### PDN straps and rails, run 1

Scale: 4 px per um. Pins as bars on the die edge. Tap cells in grey.
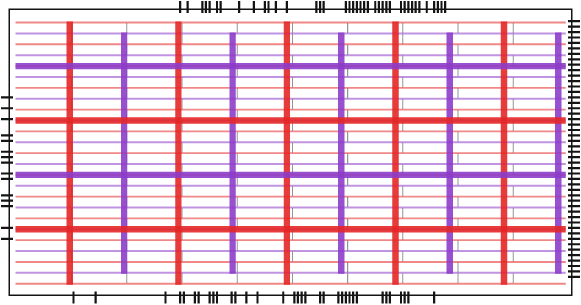
### Track usage over the die, run 1

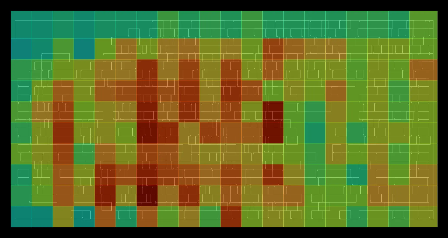
### Wiring by layer, run 1

Scale: 4 px per um.
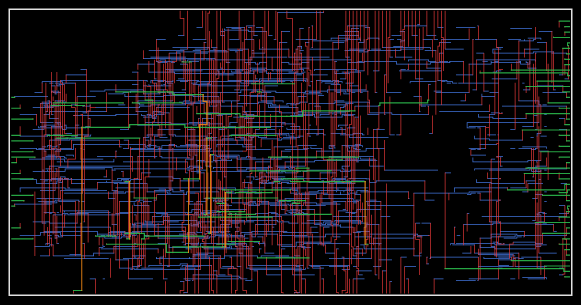
### Cells coloured by class, run 1

Scale: 4 px per um. Fill, decap, tap and diode cells in grey.
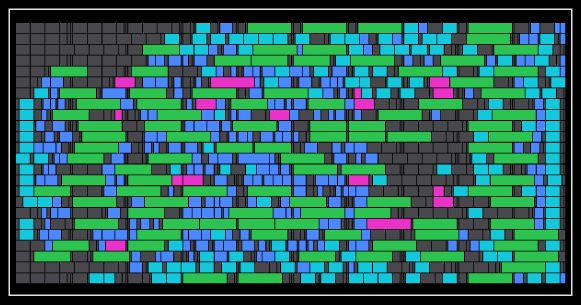
<file path="config.mk">
export PLATFORM = sky130hd
export DESIGN_NAME = instr_fetch_unit
export DESIGN_NICKNAME = d
export VERILOG_FILES = /design/src/rtl/instr_fetch_unit.sv
export SDC_FILE = /design/constraint.sdc
export NUM_CORES = 1
export LEC_CHECK = 0
export CAP_MARGIN = 5
export CORE_ASPECT_RATIO = 0.5
export CORE_MARGIN = 1
export CORE_UTILIZATION = 49
export CTS_BUF_LIST = sky130_fd_sc_hd__clkbuf_2 sky130_fd_sc_hd__clkbuf_4 sky130_fd_sc_hd__clkbuf_8
export CTS_CLUSTER_SIZE = 20
export DETAILED_ROUTE_END_ITERATION = 8
export PLACE_DENSITY = 0.85
export SYNTH_ARGS = -nofsm -noshare
export SYNTH_HDL_FRONTEND = slang
export SYNTH_SLANG_ARGS = --single-unit
</file>
<file path="constraint.sdc">
create_clock -name clk -period 7.8 [get_ports clk]
set_input_delay 1.56 -clock clk [delete_from_list [all_inputs] [get_ports clk]]
set_output_delay 1.56 -clock clk [all_outputs]
set_load 0.05 [all_outputs]
</file>
<file path="src/rtl/instr_fetch_unit.sv">
// Instruction fetch unit: one-entry fetch buffer in front of a req/ack instruction memory.
// Optional fetch timeout with sticky error state is enabled by defining FETCH_TIMEOUT_EN.
module instr_fetch_unit #(
  parameter int unsigned N          = 32,
  parameter int unsigned ADDR_SHIFT = 5,
  parameter int unsigned TIMEOUT    = 15
) (
  input  logic         clk,
  input  logic         reset,
  input  logic [N-1:0] pc,
  input  logic         flush,
  output logic [N-1:0] instruction,
  output logic         instr_valid,
  output logic         stall,
  output logic         imem_req,
  output logic [N-1:0] imem_addr,
  input  logic         imem_ack,
  input  logic [N-1:0] imem_rdata,
  output logic         fetch_err
);

  if (TIMEOUT < 1) begin : g_bad_timeout
    $error("TIMEOUT must be at least 1");
  end

`ifdef FETCH_TIMEOUT_EN
  typedef enum logic [1:0] {IDLE, REQ, ERR} state_e;
  localparam int unsigned   CW       = $clog2(TIMEOUT + 1);
  localparam logic [CW-1:0] TMO_LAST = CW'(TIMEOUT);
`else
  typedef enum logic [1:0] {IDLE, REQ} state_e;
`endif

  state_e       state_q, state_d;
  logic         buf_valid_q, buf_valid_d;
  logic [N-1:0] buf_tag_q, buf_tag_d;
  logic [N-1:0] buf_data_q, buf_data_d;
  logic [N-1:0] addr_q, addr_d;
  logic         drop_q, drop_d;
  logic         req_q, req_d;
  logic         hit;

`ifdef FETCH_TIMEOUT_EN
  logic [CW-1:0] tmo_cnt_q, tmo_cnt_d;
  logic          fetch_err_q, fetch_err_d;
  assign hit = buf_valid_q & (pc == buf_tag_q) & ~flush & (state_q != ERR);
  assign fetch_err = fetch_err_q;
`else
  assign hit = buf_valid_q & (pc == buf_tag_q) & ~flush;
  assign fetch_err = 1'b0;
`endif

  // Combinational handshake to the datapath; stall is forced low while in reset.
  assign instr_valid = hit;
  assign stall       = reset & ~hit;
  assign instruction = hit ? buf_data_q : '0;
  assign imem_req    = req_q;
  assign imem_addr   = addr_q >> ADDR_SHIFT;

  always_comb begin
    // NOTE: every _d gets a default first so no path leaves it unassigned (no latch).
    state_d     = state_q;
    buf_valid_d = buf_valid_q;
    buf_tag_d   = buf_tag_q;
    buf_data_d  = buf_data_q;
    addr_d      = addr_q;
    drop_d      = drop_q;
    req_d       = req_q;
`ifdef FETCH_TIMEOUT_EN
    tmo_cnt_d   = tmo_cnt_q;
    fetch_err_d = fetch_err_q;
`endif

    unique case (state_q)
      IDLE: begin
        if (flush) begin
          buf_valid_d = 1'b0;
        end else if (!hit) begin
          addr_d  = pc;
          req_d   = 1'b1;
          state_d = REQ;
`ifdef FETCH_TIMEOUT_EN
          tmo_cnt_d = '0;
`endif
        end
      end

      REQ: begin
        if (imem_ack) begin
          // A flush on the ack cycle, or one seen earlier, discards the response.
          if (!drop_q && !flush) begin
            buf_data_d  = imem_rdata;
            buf_tag_d   = addr_q;
            buf_valid_d = 1'b1;
          end else begin
            buf_valid_d = 1'b0;
          end
          drop_d  = 1'b0;
          req_d   = 1'b0;
          state_d = IDLE;
        end else begin
          if (flush) drop_d = 1'b1;
`ifdef FETCH_TIMEOUT_EN
          tmo_cnt_d = tmo_cnt_q + 1'b1;
          if (tmo_cnt_d == TMO_LAST) begin
            req_d       = 1'b0;
            fetch_err_d = 1'b1;
            state_d     = ERR;
          end
`endif
        end
      end

`ifdef FETCH_TIMEOUT_EN
      ERR: begin
        req_d = 1'b0;
      end
`endif

      default: begin
        req_d   = 1'b0;
        state_d = IDLE;
      end
    endcase
  end

  // NOTE: sequential state uses non-blocking assignments so all flops update together.
  always_ff @(posedge clk or negedge reset) begin
    if (!reset) begin
      state_q     <= IDLE;
      buf_valid_q <= 1'b0;
      addr_q      <= '0;
      drop_q      <= 1'b0;
      req_q       <= 1'b0;
`ifdef FETCH_TIMEOUT_EN
      tmo_cnt_q   <= '0;
      fetch_err_q <= 1'b0;
`endif
    end else begin
      state_q     <= state_d;
      buf_valid_q <= buf_valid_d;
      addr_q      <= addr_d;
      drop_q      <= drop_d;
      req_q       <= req_d;
`ifdef FETCH_TIMEOUT_EN
      tmo_cnt_q   <= tmo_cnt_d;
      fetch_err_q <= fetch_err_d;
`endif
    end
  end

  // NOTE: buffer tag/data need no reset; buf_valid_q gates every use of them.
  always_ff @(posedge clk) begin
    buf_tag_q  <= buf_tag_d;
    buf_data_q <= buf_data_d;
  end

endmodule
</file>
==> notes.md, run 1 <==
yosys + openroad results -> Area Overhead vs Synth 29.2%, status complete, no violations, crit path max fanout 29, Setup crit start kind input pin, fp_density 52.2%, routed wl met3 802 um, cells in synth_stat.txt 387, CTS clk-pin slew, worst paths 90 ps, GRT Residual Overflow 0, DR WL met2 5.19 mm, Worst Max-Slew Pin Slew 1050 ps, port bufs 129, worst setup path endpoint instruction[27], CP Cell Sequence clkdlybuf4s50_1 -> xor2_1 -> nor4_1 -> nand4_1 -> nor4_4 -> buf_6 -> and2_1 -> clkdlybuf4s50_1, yosys warning tally 0, antenna viol nets, final 0, CTS Hold Bufs 0, Max clock buf depth 2, final cell count without fillers 606, slack of the worst reg-to-reg path 5750 ps, DP HPWL 7.23 mm, Rel. slew slack 29.8%, period utilization 76.1%, top cells by area edfxtp_1 41%, dfrtp_1 19%, and2_1 8.5%, final setup skew 12.0 ps, worst stage delay on the critical path 800 ps, io pins 136, Seq. cell area 2800 sq um, Top Layout Cells 129 x clkdlybuf4s50_1, 64 x and2_1, 64 x edfxtp_1, comb. cell area 1530 sq um, Reg-to-Reg End addr_q[9], endpoints failing hold 0, TritonRoute pass-1 iters 5, fin worst setup slack 1860 ps, HP Start addr_q[3], TNS Setup 0 ps, Fill cells 685, post-route minimum period 5940 ps, r2r startpoint buf_tag_q[19], largest net degree at the start of global routing 40, EDFF count, synth 64, clk latency late pin 370 ps, cts repair resizes 0, Metal-1 WL 4.63 mm, Pwr Density 224 nW/um^2, dominant cell type by area after synthesis edfxtp_1, RD Place Congestion 0.800, reg2reg path depth 6, fmax 168 MHz, M1 GR Usage 29.2%, vias in the first global route 3291, Rows 24, Highest Signal Layer met4, Final Max Slew Viols 0, DP Area 5820 sq um, HP Class flop to flop, pre-CTS setup slack 1360 ps, Final nets 552, Synth top cells by count 64 x and2_1, 64 x edfxtp_1, 35 x dfrtp_1, 35 x nand2_1, 34 x buf_4, Post-CTS Setup Repair Bufs 0, post-route cell area 6050 sq um, Cell Count Post-Placement 589, RSZ-0062 raised after global routing no, most frequent logic cell in the layout clkdlybuf4s50_1, leakage 2.20 nW, Setup crit start pc[29], final setup vio count 0, Chip Area 9980 sq um, Synth Instances 387, Log Warnings 26, # diodes 0, Inserted Clock Buffers 9, area share, top type 41.0%, yosys synthesis chip area 4680 sq um, Post-Syn Area per Cell 12.1 sq um, initial antenna violation count 0
## Picture notes: 'PDN straps and rails'
red -> VSS
purple -> VDD
rows = 24
met1 rails = 25
met5 straps = 4
tap cells = 117
met4 straps = 10
worst vdd ir: 0.000133 V
Die Height: 71.1 um
Chip Width: 140 um
core area: 8980 sq um

## Picture notes: 'Track usage over the die'
met2 usage: 37.9%
wire per inst: 17.8 um
met3 Use GR: 5.82%
GR peak layer: met2

## Picture notes: 'Wiring by layer'
blue -> M1  # wire length 4630 um
orange -> M4  # wire length 165 um
red -> M2  # wire length 5190 um
green -> M3  # wire length 803 um
final wirelength: 10.8 mm
gr usage total: 22.8%
DR vias: 3311

## Picture notes: 'Cells coloured by class'
cyan -> remaining buffers and delay cells  # cells 138, share of their area 23%
green -> registers  # cells 99, share of their area 47%
magenta -> clock drivers and dummy loads  # cells 16, share of their area 3.8%
blue -> remaining logic cells  # cells 236, share of their area 26%

## run 1: how the worst min path moves through the flow
stage	endpoint	slack [ps]	cells past startpoint
detailed placement	buf_tag_q[1]	450	0
CTS	buf_tag_q[4]	470	0
global placement	buf_tag_q[4]	440	0
global route	buf_tag_q[2]	480	0
floorplan	buf_tag_q[0]	440	0
finish	buf_tag_q[3]	470	0
## run 1: state kept, by name, summed over array words and instances (netlist names)
register / cells
buf_valid_q: 1
imem_req: 1
buf_tag_q: 32
drop_q: 1
buf_data_q: 32
addr_q: 32
## run 1: final cells by class
class                           count  share of cell area, %
Clock buffer                       11                   2.40
Tap cell                          117                   2.42
Clock inverter                      5                   1.28
Sequential cell                    99                   46.2
Timing Repair Buffer              138                   22.5
Multi-Input combinational cell    236                   25.2
## run 1: report_power, final
part / internal, W / total, W / leakage, nW / switching, W
Sequential: 0.000622 / 0.000663 / 1.02 / 0.0000410
Clock: 0.000192 / 0.000363 / 0.113 / 0.000171
Combinational: 0.000130 / 0.000331 / 1.07 / 0.000201
Total: 0.000944 / 0.00136 / 2.20 / 0.000413
## run 1: cells by family (layout without fill, tap and decap cells)
kind of cell              count (synthesis)  count (layout)  share of synthesized area [%]
and+or+nand+nor                         128             128                           15.4
AOI/OAI and AO/OA                        68              68                           9.88
buffers and inverters                    57             154                           8.39
xor gates and xnor gates                 34              34                           6.52
DFF                                      99              99                           59.7
other                                     1               6                         0.0801
## run 1: critical path: cells and delay by family
family / cells / cell delay, ps
xor gates and xnor gates: 1 / 190
buffers and inverters: 3 / 1490
and+or+nand+nor: 4 / 1130
### Clock network drawn from the DEF, run 1

Scale: 4 px per um.
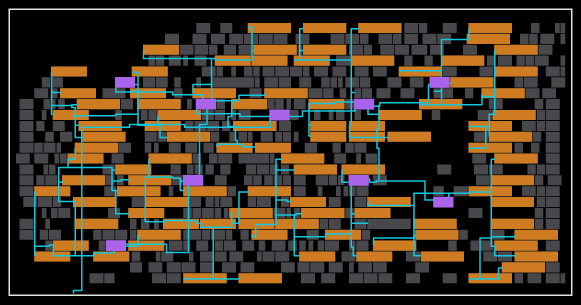

==> run 2: changes to the inputs <==
--- a/config.mk
+++ b/config.mk
@@ -8,11 +8,11 @@
 export CAP_MARGIN = 5
 export CORE_ASPECT_RATIO = 0.5
 export CORE_MARGIN = 1
-export CORE_UTILIZATION = 49
+export CORE_UTILIZATION = 44
 export CTS_BUF_LIST = sky130_fd_sc_hd__clkbuf_2 sky130_fd_sc_hd__clkbuf_4 sky130_fd_sc_hd__clkbuf_8
 export CTS_CLUSTER_SIZE = 20
 export DETAILED_ROUTE_END_ITERATION = 8
-export PLACE_DENSITY = 0.85
+export PLACE_DENSITY = 0.81
 export SYNTH_ARGS = -nofsm -noshare
 export SYNTH_HDL_FRONTEND = slang
 export SYNTH_SLANG_ARGS = --single-unit
==> constraint.sdc (replaced) <==
create_clock -name clk -period 5.4 [get_ports clk]
set_input_delay 1.08 -clock clk [delete_from_list [all_inputs] [get_ports clk]]
set_output_delay 1.08 -clock clk [all_outputs]
set_load 0.05 [all_outputs]
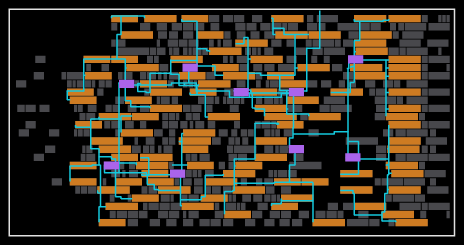
*Clock network drawn from the DEF, run 2*
Scale: 3 px per um.
cyan -> clock wires  # length 1070 um
purple -> clock-net drivers  # count 9
orange -> flip-flops  # count 99
routed clock nets = 10
flops lie = widely spread

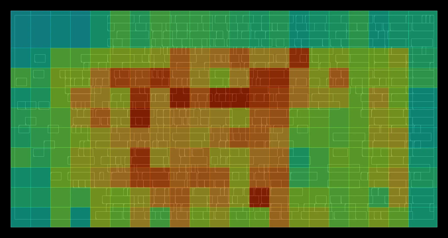
*Track usage over the die, run 2*
wire per inst: 17.2 um
gr usage total: 20.2%
met3 Use GR: 4.67%
M1 GR Usage: 26.3%
met2 usage: 34.3%

==> run 2 against run 1 <==
  * Core utilization is 5.1 points lower
  * Via count is 0.33% higher
  * Sequential share of layout area is 2.6 points lower
  * Critical path depth stayed put
  * Highest routed layer unchanged
  * Worst hold slack better by 3.5 ps
  * Global-route usage is 2.6 points lower
  * Cell count is 3.6% higher
  * Clock power is 57% higher
  * First-iteration DRC count is 2.4% lower
  * Synthesized cell count stayed put
  * Largest cell class unchanged
  * Non-clock buffer count is 1 lower
==> notes.md, run 2 <==
yosys + openroad results -> status complete, no violations (unchanged), period utilization 80.2%, io pins 136 (unchanged), CTS clk-pin slew, worst paths 80 ps (was 90 ps), worst vdd ir 0.000137 V (was 0.000133 V), Fill cells 740 (was 685), core area 10300 sq um (was 8980 sq um), Log Warnings 26 (unchanged), worst stage delay on the critical path 450 ps (was 800 ps), comb. cell area 1530 sq um (about the same), final cell count without fillers 628 (was 606), Crit. path cell count 8 (unchanged), HP Class flop to flop (unchanged), final wirelength 10.8 mm (about the same), Pwr Density 313 nW/um^2 (was 224 nW/um^2), dominant cell type by area after synthesis edfxtp_1 (unchanged), RD Place Congestion 0.736 (was 0.800), Synth mux share 0% (unchanged), CTS Hold Bufs 0 (unchanged), port bufs 129 (unchanged), Area Overhead vs Synth 36.9% (was 29.2%), reg2reg path depth 6 (unchanged), Synth Instances 387 (unchanged), AO/OA Area Share 9.88% (unchanged), cells in synth_stat.txt 387 (unchanged), Final nets 551 (was 552), Rows 26 (was 24), Reg-to-Reg End imem_req (was addr_q[9]), most frequent logic cell in the layout clkdlybuf4s50_1 (unchanged), RSZ-0062 raised after global routing no (unchanged), TNS Setup 0 ps (unchanged), worst setup path endpoint instruction[15] (was instruction[27]), leakage 2.36 nW (was 2.20 nW), area share, top type 41.0% (unchanged), Max clock buf depth 2 (unchanged), Post-Syn Area per Cell 12.1 sq um (unchanged), CP bufs+invs 3 (unchanged), yosys synthesis chip area 4680 sq um (unchanged), Chip Width 148 um (was 140 um), XOR/XNOR Fraction of Synth Area 6.52% (unchanged), Logic pwr share 23.8% (was 24.4%), Inserted Clock Buffers 9 (unchanged), antenna viol nets, final 0 (unchanged), yosys adder share 0% (unchanged), r2r startpoint buf_tag_q[22] (was buf_tag_q[19]), vias in the first global route 3169 (was 3291), Clk pwr share 28.4% (was 26.8%), GRT Residual Overflow 0 (unchanged), registers with the most flip-flops addr_q: 32 flops, buf_data_q: 32 flops, buf_tag_q: 32 flops (unchanged), GR peak layer met2 (unchanged), clk latency late pin 370 ps (about the same), largest net degree at the start of global routing 66 (was 40), yosys simple share 15.4% (unchanged), Chip Area 11100 sq um (was 9980 sq um), DR vias 3322 (was 3311), post-route minimum period 4330 ps, DP HPWL 7.32 mm (was 7.23 mm), fp_density 45.6% (was 52.2%), Flop pwr share 47.8% (was 48.9%)
==> run 2: metal layers <==
layer	share of wire (%)	routed length (um)
met1	43	4670
met2	49	5300
met3	6.8	733
met4	1.0	110
met5	0	0
==> run 2: how the worst min path moves through the flow <==
| stage | from | endpoint | slack [ps] | cells past startpoint |
|---|---|---|---|---|
| floorplan | addr_q[0] | buf_tag_q[0] | 440 | 0 |
| global placement | addr_q[3] | buf_tag_q[3] | 440 | 0 |
| detailed placement | addr_q[3] | buf_tag_q[3] | 450 | 0 |
| CTS | addr_q[1] | buf_tag_q[1] | 470 | 0 |
| global route | addr_q[2] | buf_tag_q[2] | 490 | 0 |
| finish | addr_q[1] | buf_tag_q[1] | 470 | 0 |
==> run 2: area by class of cell <==
| cell class | count | area share [%] |
|---|---|---|
| clock inverters | 5 | 1.56 |
| clock buffers | 11 | 2.26 |
| multi-input cells | 236 | 23.9 |
| repair buffers | 137 | 25.9 |
| well taps | 140 | 2.73 |
| flip-flops and latches | 99 | 43.6 |
==> run 2: logic make-up (layout without fill, tap and decap cells) <==
kind of cell	after synthesis	in the layout
AOI/OAI and AO/OA	68	68
xor gates and xnor gates	34	34
buffers and inverters	57	153
DFF	99	99
other	1	6
and+or+nand+nor	128	128
==> run 2: power groups by stage <==
stage	registers, W	logic, W	clock network [W]
CTS	0.000957	0.000481	0.000580
finish	0.000958	0.000478	0.000570
floorplan	0.000959	0.000359	0
global placement	0.000967	0.000470	0
global route	0.000969	0.000507	0.000614
detailed placement	0.000974	0.000479	0
==> run 2: through the flow <==
stage | cell area [sq um] | setup slack (ps)
2_1_floorplan | 4710 | 1260
3_3_place_gp | 6170 | 1190
3_5_place_dp | 6170 | 1050
4_1_cts | 6410 | 1040
5_1_grt | 6410 | 909
6_report | 6410 | 1070
### Cells coloured by class, run 2

Scale: 4 px per um. Fill, decap, tap and diode cells in grey.
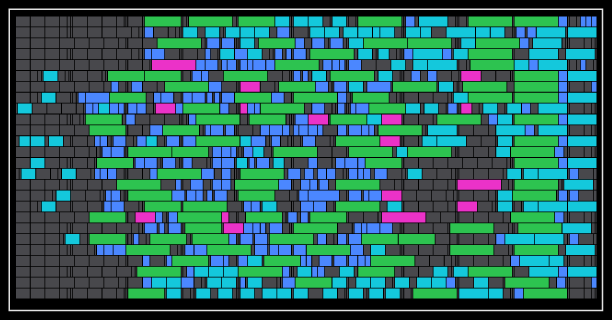

==> run 3: changes to the inputs <==
==> constraint.sdc (replaced) <==
create_clock -name clk -period 3.9 [get_ports clk]
set_input_delay 0.78 -clock clk [delete_from_list [all_inputs] [get_ports clk]]
set_output_delay 0.78 -clock clk [all_outputs]
set_load 0.05 [all_outputs]
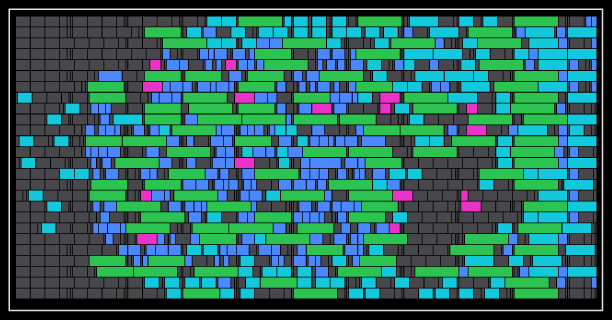
*Cells coloured by class, run 3*
Scale: 4 px per um. Fill, decap, tap and diode cells in grey.
blue -> remaining logic cells  # cells 236, share of their area 25%
cyan -> remaining buffers and delay cells  # cells 139, share of their area 27%
green -> registers  # cells 99, share of their area 45%
magenta -> clock drivers and dummy loads  # cells 16, share of their area 2.8%
sequential fraction of total cell area: 43.8%
Rows: 26
core area: 10300 sq um
post-route cell area: 6380 sq um
Core Util, Final: 62.1%

==> run 3 against run 2 <==
  * Count of clock-buffer cells in the layout grew 3
  * Largest power group unchanged
  * Synthesized cell count did not move
  * Clock power is 3.7% higher
  * First-iteration DRC count rose by 12%
  * Core utilization shrank 0.27 points
  * Via count decreased by 2.3%
  * Clock skew grew 1.7 ps
  * Combinational power grew 39%
  * Critical path depth stayed put
  * Setup slack lost 760 ps
  * Largest cell class unchanged
  * Sequential share of layout area is 0.19 points higher
  * Sequential cell count unchanged
==> notes.md, run 3 <==
yosys + openroad results -> area share, top type 41.0% (unchanged), registers with the most flip-flops addr_q: 32 flops, buf_data_q: 32 flops, buf_tag_q: 32 flops (unchanged), # diodes 0 (unchanged), P_sw 0.000807 W (was 0.000596 W), Worst EP arrival 2810 ps (was 3250 ps), yosys warning tally 0 (unchanged), pre-CTS setup slack 275 ps (was 1050 ps), Post-synth seq share 59.7% (unchanged), Worst Max-Slew Pin Slew 679 ps (was 1010 ps), H-tree depth 3 (unchanged), internal power 0.00177 W (was 0.00141 W), Sw Ratio 31.3% (was 29.7%), wire per inst 17.1 um (was 17.2 um), Setup crit start kind input pin (unchanged), Final nets 553 (was 551), worst stage delay on the critical path 460 ps (was 450 ps), Rel. slew slack 54.7% (was 32.7%), layout cell share with drive strength beyond 1 13.5% (was 13.1%), EDFF count, synth 64 (unchanged), CP required 3120 ps (was 4320 ps), worst vdd ir 0.000165 V (was 0.000137 V), Die Height 75.0 um (unchanged), Flop pwr share 51.4% (was 47.8%), crit path max fanout 33 (unchanged), RSZ-0062 raised after global routing no (unchanged), CTS Hold Bufs 0 (unchanged), dominant cell type by area after synthesis edfxtp_1 (unchanged), Dominant Register Cell edfxtp_1 (unchanged), Flops after synth 99 (unchanged), clk latency late pin 360 ps (was 370 ps), top cells by area edfxtp_1 41%, dfrtp_1 19%, and2_1 8.5% (unchanged), Final Max Slew Viols 0 (unchanged), DRT iter0 DRCs 269 (was 240), TritonRoute pass-1 iters 4 (unchanged), yosys synthesis chip area 4680 sq um (unchanged), DP Area 6210 sq um (was 6170 sq um), DR vias 3247 (was 3322), CP Capture Type output pin (unchanged), Post-Syn Area per Cell 12.1 sq um (unchanged), largest net degree at the start of global routing 66 (unchanged), CP bufs+invs 3 (unchanged), CP Cell Sequence clkdlybuf4s50_1 -> xor2_1 -> nor4_1 -> nand4_1 -> nor4_4 -> buf_6 -> and2_1 -> buf_12 (was clkdlybuf4s50_1 -> xor2_1 -> nor4_1 -> nand4_1 -> nor4_4 -> buf_4 -> and2_1 -> buf_12), Area Overhead vs Synth 36.3% (was 36.9%), Inserted Clock Buffers 9 (unchanged), Pwr Density 404 nW/um^2 (was 313 nW/um^2), path type of the worst setup path input pin to output pin (unchanged), total of max-cap violations 0 (unchanged), period utilization 92.1%, Clk Tree Root Cell clkbuf_8 (unchanged), io pins 136 (unchanged), leakage 2.34 nW (was 2.36 nW), Chip Width 148 um (unchanged), final cell count without fillers 630 (was 628), Cell Count Post-Placement 614 (was 612), Post-route DRC 0 (unchanged), Log Warnings 26 (unchanged), HP Class flop to flop (unchanged), Clk pwr share 22.9% (was 28.4%), Max clock buf depth 2 (unchanged), most frequent logic cell in the layout clkdlybuf4s50_1 (unchanged), Top Layout Cells 94 x clkdlybuf4s50_1, 64 x and2_1, 64 x edfxtp_1 (unchanged), RD Place Congestion 0.740 (was 0.736), DP HPWL 7.36 mm (was 7.32 mm), status complete, no violations (unchanged), Synth top cells by count 64 x and2_1, 64 x edfxtp_1, 35 x dfrtp_1, 35 x nand2_1, 34 x buf_4 (unchanged), fmax 278 MHz, initial antenna violation count 0 (unchanged), gr usage total 20.0% (was 20.2%), port bufs 129 (unchanged), Unique cell types 26 (unchanged), CTS Sinks 99 (unchanged), post-route minimum period 3590 ps, final wirelength 10.8 mm (about the same), Logic pwr share 25.7% (was 23.8%), fin worst setup slack 308 ps (was 1070 ps), TNS Setup 0 ps (unchanged), CP top delay family simple AND/OR/NAND/NOR gates (unchanged), Synth Instances 387 (unchanged), cells in synth_stat.txt 387 (unchanged), endpoints failing hold 0 (unchanged), GRT Residual Overflow 0 (unchanged), vias in the first global route 3253 (was 3169), antenna viol nets, final 0 (unchanged), fp_density 45.6% (unchanged), final setup skew 12.5 ps (was 10.7 ps), CTS clk-pin slew, worst paths 80 ps (about the same), Chip Area 11100 sq um (unchanged), Fill cells 779 (was 740), TritonCTS clock tree built (unchanged), final setup vio count 0 (unchanged)
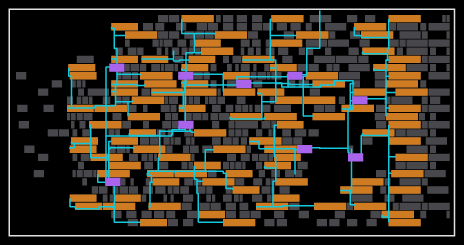
*Clock network drawn from the DEF, run 3*
Scale: 3 px per um.
cyan -> clock wires  # length 1050 um
orange -> flip-flops  # count 99
purple -> clock-net drivers  # count 9
routed clock nets = 10

-- run 3: kinds of logic after synthesis --
kind of cell | count (synthesis) | share of synthesized area, %
XOR/XNOR | 34 | 6.52
AND-OR/OR-AND | 68 | 9.88
AND/OR/NAND/NOR | 128 | 15.4
buffers and inverters | 57 | 8.39
other | 1 | 0.0801
flip-flops | 99 | 59.7
-- run 3: area by class of cell --
| class | count | area (sq um) | area share [%] |
|---|---|---|---|
| clock inverters | 2 | 12.5 | 0.196 |
| repair buffers | 139 | 1710 | 26.7 |
| well taps | 140 | 175 | 2.74 |
| flip-flops and latches | 99 | 2800 | 43.8 |
| multi-input cells | 236 | 1530 | 24.0 |
| clock buffers | 14 | 161 | 2.53 |
-- run 3: repair_timing --
action,4_1_cts,5_1_grt
buffers inserted,0,0
endpoints found under the setup margin,0,4
gates resized,0,1
-- run 3: final timing paths --
check,from,end,slack (ps),cells past startpoint
setup / recovery,pc[18],instruction[20],310,8
hold / removal,addr_q[1],buf_tag_q[1],470,0
setup reg to reg,buf_tag_q[19],imem_req,1930,6
hold reg to reg,addr_q[1],buf_tag_q[1],470,0
max in group asynchronous,reset,addr_q[21],3070,2
min in group asynchronous,reset,addr_q[0],500,2
-- run 3: per-layer routing --
metal / vias up / part of all wire [%] / GRT usage, %
li1: 1542 / - / -
met4: 0 / 0.77 / 7.22
met2: 132 / 49 / 33.6
met5: - / 0 / 0
met1: 1562 / 43 / 25.2
met3: 11 / 7.4 / 5.70
-- run 3: power groups by stage --
stage	clock (W)	sequential, W	combinational (W)
after floorplan	0	0.00133	0.000497
after global placement	0	0.00134	0.000654
after detailed placement	0	0.00135	0.000664
after CTS	0.000615	0.00132	0.000667
after global routing	0.000654	0.00134	0.000705
final	0.000591	0.00133	0.000663
No activity file was given, so power comes from the tool's default toggle rates.
